===== src/rtl/mul_controller_if.sv =====
// Handshake, datapath-strobe and status bundle between mul_controller and
// its surroundings (operand source, mul_datapath, system status).
interface mul_controller_if #(
  parameter int CNT_W = 16
);
  logic             start;
  logic             in_valid;
  logic             abort;
  logic             eqz;
  logic             in_ready;
  logic             ldA;
  logic             ldB;
  logic             clrP;
  logic             ldP;
  logic             decB;
  logic             busy;
  logic             done;
  logic             aborted;
  logic [CNT_W-1:0] iter_count;

  modport master (
    input  start, in_valid, abort, eqz,
    output in_ready, ldA, ldB, clrP, ldP, decB, busy, done, aborted, iter_count
  );

  modport slave (
    output start, in_valid, abort, eqz,
    input  in_ready, ldA, ldB, clrP, ldP, decB, busy, done, aborted, iter_count
  );
endinterface


===== src/rtl/mul_controller.sv =====
// Sequencing FSM for the repeated-addition multiplier: fetches A then B over a
// valid/ready handshake, steps the datapath until B reaches zero, reports status.
module mul_controller #(
  parameter int CNT_W = 16
) (
  input  logic             clk,
  input  logic             rst_n,
  mul_controller_if.master bus
);

  typedef enum logic [2:0] {
    ST_IDLE   = 3'd0,
    ST_LOAD_A = 3'd1,
    ST_LOAD_B = 3'd2,
    ST_ACCUM  = 3'd3,
    ST_DONE   = 3'd4
  } state_t;

  state_t           state_r;
  state_t           state_nxt_s;
  logic [CNT_W-1:0] iter_count_r;
  logic             aborted_r;

  logic ld_a_s;
  logic ld_b_s;
  logic clr_p_s;
  logic ld_p_s;
  logic dec_b_s;
  logic iter_clr_s;
  logic iter_inc_s;
  logic abort_take_s;
  logic busy_s;
  logic done_s;
  logic in_ready_s;

  // The count sticks at all-ones instead of wrapping back to zero.
  function automatic logic [CNT_W-1:0] sat_inc(input logic [CNT_W-1:0] value);
    logic [CNT_W-1:0] result;
    if (&value) begin
      result = value;
    end else begin
      result = value + {{(CNT_W-1){1'b0}}, 1'b1};
    end
    return result;
  endfunction

  // Next-state and strobe decode; abort wins over in_valid and eqz.
  always_comb begin
    state_nxt_s  = state_r;
    ld_a_s       = 1'b0;
    ld_b_s       = 1'b0;
    clr_p_s      = 1'b0;
    ld_p_s       = 1'b0;
    dec_b_s      = 1'b0;
    iter_clr_s   = 1'b0;
    iter_inc_s   = 1'b0;
    abort_take_s = 1'b0;
    case (state_r)
      ST_IDLE: begin
        if (bus.start) begin
          state_nxt_s = ST_LOAD_A;
          iter_clr_s  = 1'b1;
        end else begin
          state_nxt_s = ST_IDLE;
        end
      end
      ST_LOAD_A: begin
        if (bus.abort) begin
          state_nxt_s  = ST_IDLE;
          abort_take_s = 1'b1;
        end else if (bus.in_valid) begin
          state_nxt_s = ST_LOAD_B;
          ld_a_s      = 1'b1;
        end else begin
          state_nxt_s = ST_LOAD_A;
        end
      end
      ST_LOAD_B: begin
        if (bus.abort) begin
          state_nxt_s  = ST_IDLE;
          abort_take_s = 1'b1;
        end else if (bus.in_valid) begin
          state_nxt_s = ST_ACCUM;
          ld_b_s      = 1'b1;
          clr_p_s     = 1'b1;
        end else begin
          state_nxt_s = ST_LOAD_B;
        end
      end
      ST_ACCUM: begin
        if (bus.abort) begin
          state_nxt_s  = ST_IDLE;
          abort_take_s = 1'b1;
        end else if (bus.eqz) begin
          state_nxt_s = ST_DONE;
        end else begin
          state_nxt_s = ST_ACCUM;
          ld_p_s      = 1'b1;
          dec_b_s     = 1'b1;
          iter_inc_s  = 1'b1;
        end
      end
      ST_DONE: begin
        state_nxt_s = ST_IDLE;
      end
      default: begin
        state_nxt_s = ST_IDLE;
      end
    endcase
  end

  // Status flags depend on the state register alone, so reset clears them at once.
  always_comb begin
    busy_s     = 1'b1;
    done_s     = 1'b0;
    in_ready_s = 1'b0;
    case (state_r)
      ST_IDLE:   busy_s     = 1'b0;
      ST_LOAD_A: in_ready_s = 1'b1;
      ST_LOAD_B: in_ready_s = 1'b1;
      ST_ACCUM:  busy_s     = 1'b1;
      ST_DONE:   done_s     = 1'b1;
      default:   busy_s     = 1'b0;
    endcase
  end

  // State register.
  always_ff @(posedge clk or negedge rst_n) begin
    if (!rst_n) begin
      state_r <= ST_IDLE;
    end else begin
      state_r <= state_nxt_s;
    end
  end

  // Iteration counter: cleared by an accepted start, otherwise held between operations.
  always_ff @(posedge clk or negedge rst_n) begin
    if (!rst_n) begin
      iter_count_r <= {CNT_W{1'b0}};
    end else if (iter_clr_s) begin
      iter_count_r <= {CNT_W{1'b0}};
    end else if (iter_inc_s) begin
      iter_count_r <= sat_inc(iter_count_r);
    end
  end

  // One-cycle pulse in the cycle after an abort is taken.
  always_ff @(posedge clk or negedge rst_n) begin
    if (!rst_n) begin
      aborted_r <= 1'b0;
    end else begin
      aborted_r <= abort_take_s;
    end
  end

  assign bus.ldA        = ld_a_s;
  assign bus.ldB        = ld_b_s;
  assign bus.clrP       = clr_p_s;
  assign bus.ldP        = ld_p_s;
  assign bus.decB       = dec_b_s;
  assign bus.busy       = busy_s;
  assign bus.done       = done_s;
  assign bus.in_ready   = in_ready_s;
  assign bus.aborted    = aborted_r;
  assign bus.iter_count = iter_count_r;

endmodule

===== src/flat_wrapper.sv =====
// flat-port wrapper written by rule: the top's interface ports become plain ports
module mul_controller_flat 
#(
  parameter int CNT_W = 16
)
  (clk, rst_n, bus_start, bus_in_valid, bus_abort, bus_eqz, bus_in_ready, bus_ldA, bus_ldB, bus_clrP, bus_ldP, bus_decB, bus_busy, bus_done, bus_aborted, bus_iter_count);
  mul_controller_if #(.CNT_W(CNT_W)) bus_i ();
  input  logic clk;
  input  logic rst_n;
  input wire logic [$bits(bus_i.start)-1:0] bus_start;
  input wire logic [$bits(bus_i.in_valid)-1:0] bus_in_valid;
  input wire logic [$bits(bus_i.abort)-1:0] bus_abort;
  input wire logic [$bits(bus_i.eqz)-1:0] bus_eqz;
  output wire logic [$bits(bus_i.in_ready)-1:0] bus_in_ready;
  output wire logic [$bits(bus_i.ldA)-1:0] bus_ldA;
  output wire logic [$bits(bus_i.ldB)-1:0] bus_ldB;
  output wire logic [$bits(bus_i.clrP)-1:0] bus_clrP;
  output wire logic [$bits(bus_i.ldP)-1:0] bus_ldP;
  output wire logic [$bits(bus_i.decB)-1:0] bus_decB;
  output wire logic [$bits(bus_i.busy)-1:0] bus_busy;
  output wire logic [$bits(bus_i.done)-1:0] bus_done;
  output wire logic [$bits(bus_i.aborted)-1:0] bus_aborted;
  output wire logic [$bits(bus_i.iter_count)-1:0] bus_iter_count;
  assign bus_i.start = bus_start;
  assign bus_i.in_valid = bus_in_valid;
  assign bus_i.abort = bus_abort;
  assign bus_i.eqz = bus_eqz;
  assign bus_in_ready = bus_i.in_ready;
  assign bus_ldA = bus_i.ldA;
  assign bus_ldB = bus_i.ldB;
  assign bus_clrP = bus_i.clrP;
  assign bus_ldP = bus_i.ldP;
  assign bus_decB = bus_i.decB;
  assign bus_busy = bus_i.busy;
  assign bus_done = bus_i.done;
  assign bus_aborted = bus_i.aborted;
  assign bus_iter_count = bus_i.iter_count;
  mul_controller #(.CNT_W(CNT_W)) u_core (.clk(clk), .rst_n(rst_n), .bus(bus_i));
endmodule

===== config.mk =====
export PLATFORM = sky130hd
export DESIGN_NAME = mul_controller_flat
export DESIGN_NICKNAME = d
export VERILOG_FILES = /design/src/rtl/mul_controller_if.sv /design/src/rtl/mul_controller.sv /design/src/flat_wrapper.sv
export SDC_FILE = /design/constraint.sdc
export NUM_CORES = 1
export LEC_CHECK = 0
export ABC_AREA = 1
export CAP_MARGIN = 20
export CORE_MARGIN = 8
export CORE_UTILIZATION = 39
export DETAILED_ROUTE_END_ITERATION = 8
export MAX_ROUTING_LAYER = met4
export PLACE_DENSITY = 0.64
export SETUP_SLACK_MARGIN = 0.15
export SLEW_MARGIN = 20
export SYNTH_ARGS = -nofsm -noshare
export SYNTH_HDL_FRONTEND = slang
export SYNTH_SLANG_ARGS = --single-unit

===== constraint.sdc =====
create_clock -name clk -period 2.6 [get_ports clk]
set_clock_uncertainty 0.05 [all_clocks]
set_input_delay 0.78 -clock clk [delete_from_list [all_inputs] [get_ports clk]]
set_output_delay 0.78 -clock clk [all_outputs]
set_load 0.01 [all_outputs]

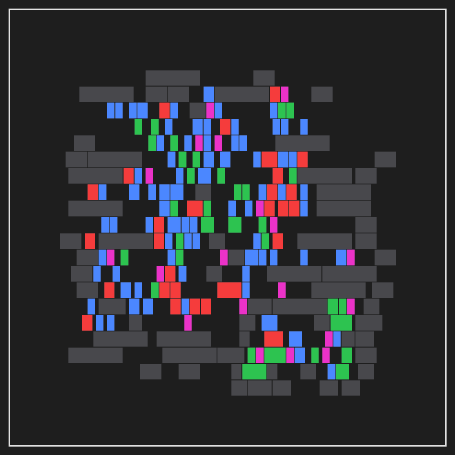
Fig. 1. Gate-type map.
Drawn at 6 px/um.
Key: green = NOR gates [cells 32]; red = inverting AOI/OAI gates [cells 28]; blue = NAND gates [cells 76]; magenta = inverters [cells 19]
Top cell excl fill/tap: nand2_1
Non-Filler Instances: 263
fraction of area in multi-input gates: 39.4%

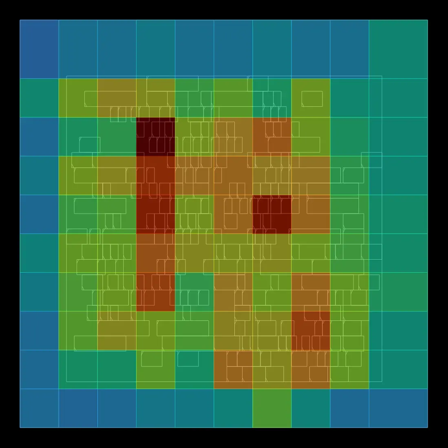
Fig. 2. Routing congestion map.
met3 Track Usage GR: 2.75%
GR Util All Layers: 14.1%

==> impl_metrics.tcl <==
# collected from the flow reports
set metrics [dict create \
    seq_cell_power_uw 456 \
    synth_top_area_share_pct 40.2 \
    top_layer_used "met4" \
    wl_met3_um 184 \
    drcViolationCount 0 \
    met1_length_um 1450 \
    rsz0062_at_grt "false" \
    yosys_area_um2 1250 \
    die_w_um 72.5 \
    seqPwrFrac_pct 40.8 \
    met1_usage_pct 16.4 \
    cts_resized 30 \
    routedWlPerCell_um 12.1 \
    globalplace.congestion 0.862 \
    synth-edff-count 0 \
    area_growth_syn_to_layout_pct 32.1 \
    grt_pass1_wl_um 5970 \
    p_switching_uw 456 \
    maxCapViolCount 0 \
    grt_max_degree 23 \
    hold_violations 0 \
    synth_area_per_cell_um2 6.81 \
    syn_area_um2 1250 \
    topCellsByArea "dfrtp_1 (40%), nand2_1 (17%), o21ai_0 (7.6%)" \
    clock_sinks 20 \
    worst_slew_pin_slew_ns 0.420 \
    tool_warnings 27 \
    crit_arrival_ns 1.53 \
    core-area_um2 3050 \
    clock.latency.late_pin_ns 0.30 \
    fin_ws_ns 0.245 \
    ant_nets 0 \
    grt_pass1_vias 1359 \
    ir_worst_vdd_v 0.000416 \
    grt_overflow 0 \
    yosysTopAreaCell "dfrtp_1" \
    finalInstanceArea_um2 1650 \
    grt_util_met2_pct 23.3 \
    synth_seq_share_pct 40.2 \
    combinationalPower_uw 516 \
    tns_ns 0 \
    viasPerCell 4.89 \
    yosys_cells 183 \
    critPathKind "input pin to output pin" \
    combPwrFrac_pct 46.2 \
    p_int_uw 663 \
    place_area_um2 1600 \
    fin_util_pct 53.9 \
    place_inst 258 \
    lay_top_cells "nand2_1 (56), nor2_1 (24), dfrtp_1 (20)" \
    finalSetupViolations 0 \
    nets 228 \
    drt_iter0_drc 77 \
    place_ws_ns -0.467 \
    synth.yosys.warnings 0 \
    die_h_um 72.5 \
    vias 1285 \
    antenna_cells 0 \
    routed_wl_um 3180 \
    cts_hold_buf 0 \
    htreeDepth 1 \
    io_buffers 30 \
    powerDensity_nw_per_um2 679 \
    pwr.group.clock_uw 146 \
    synth.distinct_cells 21 \
    floorplan.core_util_pct 40.8 \
    netlist_instances 183 \
    drv_slew 0 \
    worst_path_max_delay_cell "dlygate4sd2_1" \
    antenna_found_initial 0 \
    worstPathMaxFanout 4 \
    flop_cell "dfrtp_1" \
    ys.flops 20 \
    wl_met2_um 1480 \
    postCtsSetupRepairBufs 1 \
    worst_path_largest_cell_delay_ns 0.28 \
    synth.net_count 190 \
    status "finished, final reports clean" \
    slew_headroom_pct 72.0 \
    min_period_ns 2.36 \
    path_cells "dlygate4sd2_1 -> inv_2 -> nand2_1 -> nor2_4 -> buf_2" \
    die_area_um2 5260 \
    numCtsBuffers 3 \
    max_freq_mhz 425 \
    p_total_uw 1120 \
    busiest_layer "met2" \
    cts-root-buf "clkbuf_4" \
    pin_count 31 \
    dr.pass1.iters 4 \
    power_leader "combinational logic" \
    min_path_type "flip-flop to flip-flop" \
    clockBufferDepth 2 \
    cts_tree "done" \
    cp.required_ns 1.77 \
    clk_pin_slew_ns 0.11 \
    dpl.hpwl_um 2470 \
    synthArstFlopShare_pct 100 \
    p_sw_share_pct 40.8 \
    drive_gt1_share_pct 12.8 \
    end_kind "output pin" \
    worst_setup_path_start_kind "input pin" \
    hold_slack_ns 0.505 \
    p_leak_uw 0.000738 \
    pwr-share-clk_pct 13.1 \
    rows 20 \
    largest_reg_flops 16 \
    finalClockPeriodUsage_pct 90.6 \
]
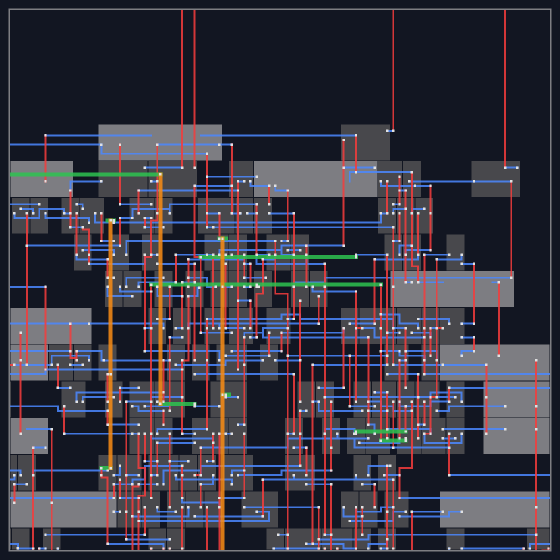
Fig. 3. Zoomed window.
Window x 16 to 56, y 31 to 71 um. Cells in grey, sequential cells in the stronger grey; small squares are vias.
Key: green = met3; orange = met4; red = met2; blue = met1
Most frequent: nand2_1 (41), nor2_1 (20), o21ai_0 (11). 120 logic cells have their middle in the window. Sequential cells in the window: 10. Netlist names of flops here include u_core.bus.iter_count (10).

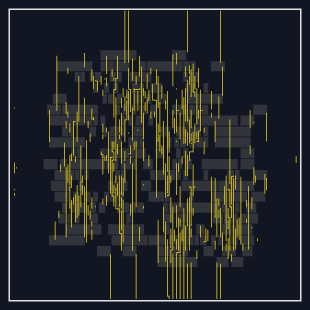
Fig. 4. M2 wires.
Drawn at 4 px/um. Cells faint in the background.
The longest straight run is 25.5 um. The layer holds 47% of the routed length. The layer carries 1480 um of wire. 183 nets have wire on it.

synthesized netlist by cell type (2+ instances only):
| cell type | number |
|---|---|
| a21oi_1 | 5 |
| buf_4 | 2 |
| buf_6 | 2 |
| dfrtp_1 | 20 |
| inv_1 | 19 |
| nand2_1 | 56 |
| nand3_1 | 14 |
| nand4_1 | 4 |
| nor2_1 | 25 |
| nor2_2 | 3 |
| nor3_1 | 4 |
| o21ai_0 | 19 |
| o21bai_1 | 2 |
worst max-delay path, delay by kind of cell:
family,cells,cell delay (ns)
AND/OR/NAND/NOR,2,0.23
buffers and inverters,3,0.51
final timing paths:
path | startpoint | endpoint | slack [ns] | cells after the start
setup / recovery | bus_abort | bus_ldB | 0.24 | 5
hold / removal | u_core.state_r[2]$_DFF_PN0_ | u_core.bus.aborted$_DFF_PN0_ | 0.51 | 2
setup reg to reg | u_core.bus.iter_count[1]$_DFFE_PN0P_ | u_core.bus.iter_count[13]$_DFFE_PN0P_ | 0.74 | 8
hold reg to reg | u_core.state_r[2]$_DFF_PN0_ | u_core.bus.aborted$_DFF_PN0_ | 0.51 | 2
max in group asynchronous | rst_n | u_core.bus.iter_count[13]$_DFFE_PN0P_ | 1.53 | 2
min in group asynchronous | rst_n | u_core.state_r[2]$_DFF_PN0_ | 0.76 | 2
layout make-up:
| cell class | count | area [um^2] |
|---|---|---|
| Clock buffer | 3 | 22.5 |
| Multi-Input combinational cell | 139 | 649 |
| Inverter | 19 | 71.3 |
| Tap cell | 44 | 55.1 |
| Timing Repair Buffer | 38 | 348 |
| Fill cell | 330 | 1410 |
| Sequential cell | 20 | 500 |
cell families after synthesis:
logic type | Yosys count | synth area share, %
simple gates | 110 | 37.3
compound gates | 28 | 12.4
buf+inv | 24 | 9.14
flops | 20 | 40.2
fa+ha+maj | 1 | 1.00
No activity file was given, so power comes from the tool's default toggle rates.
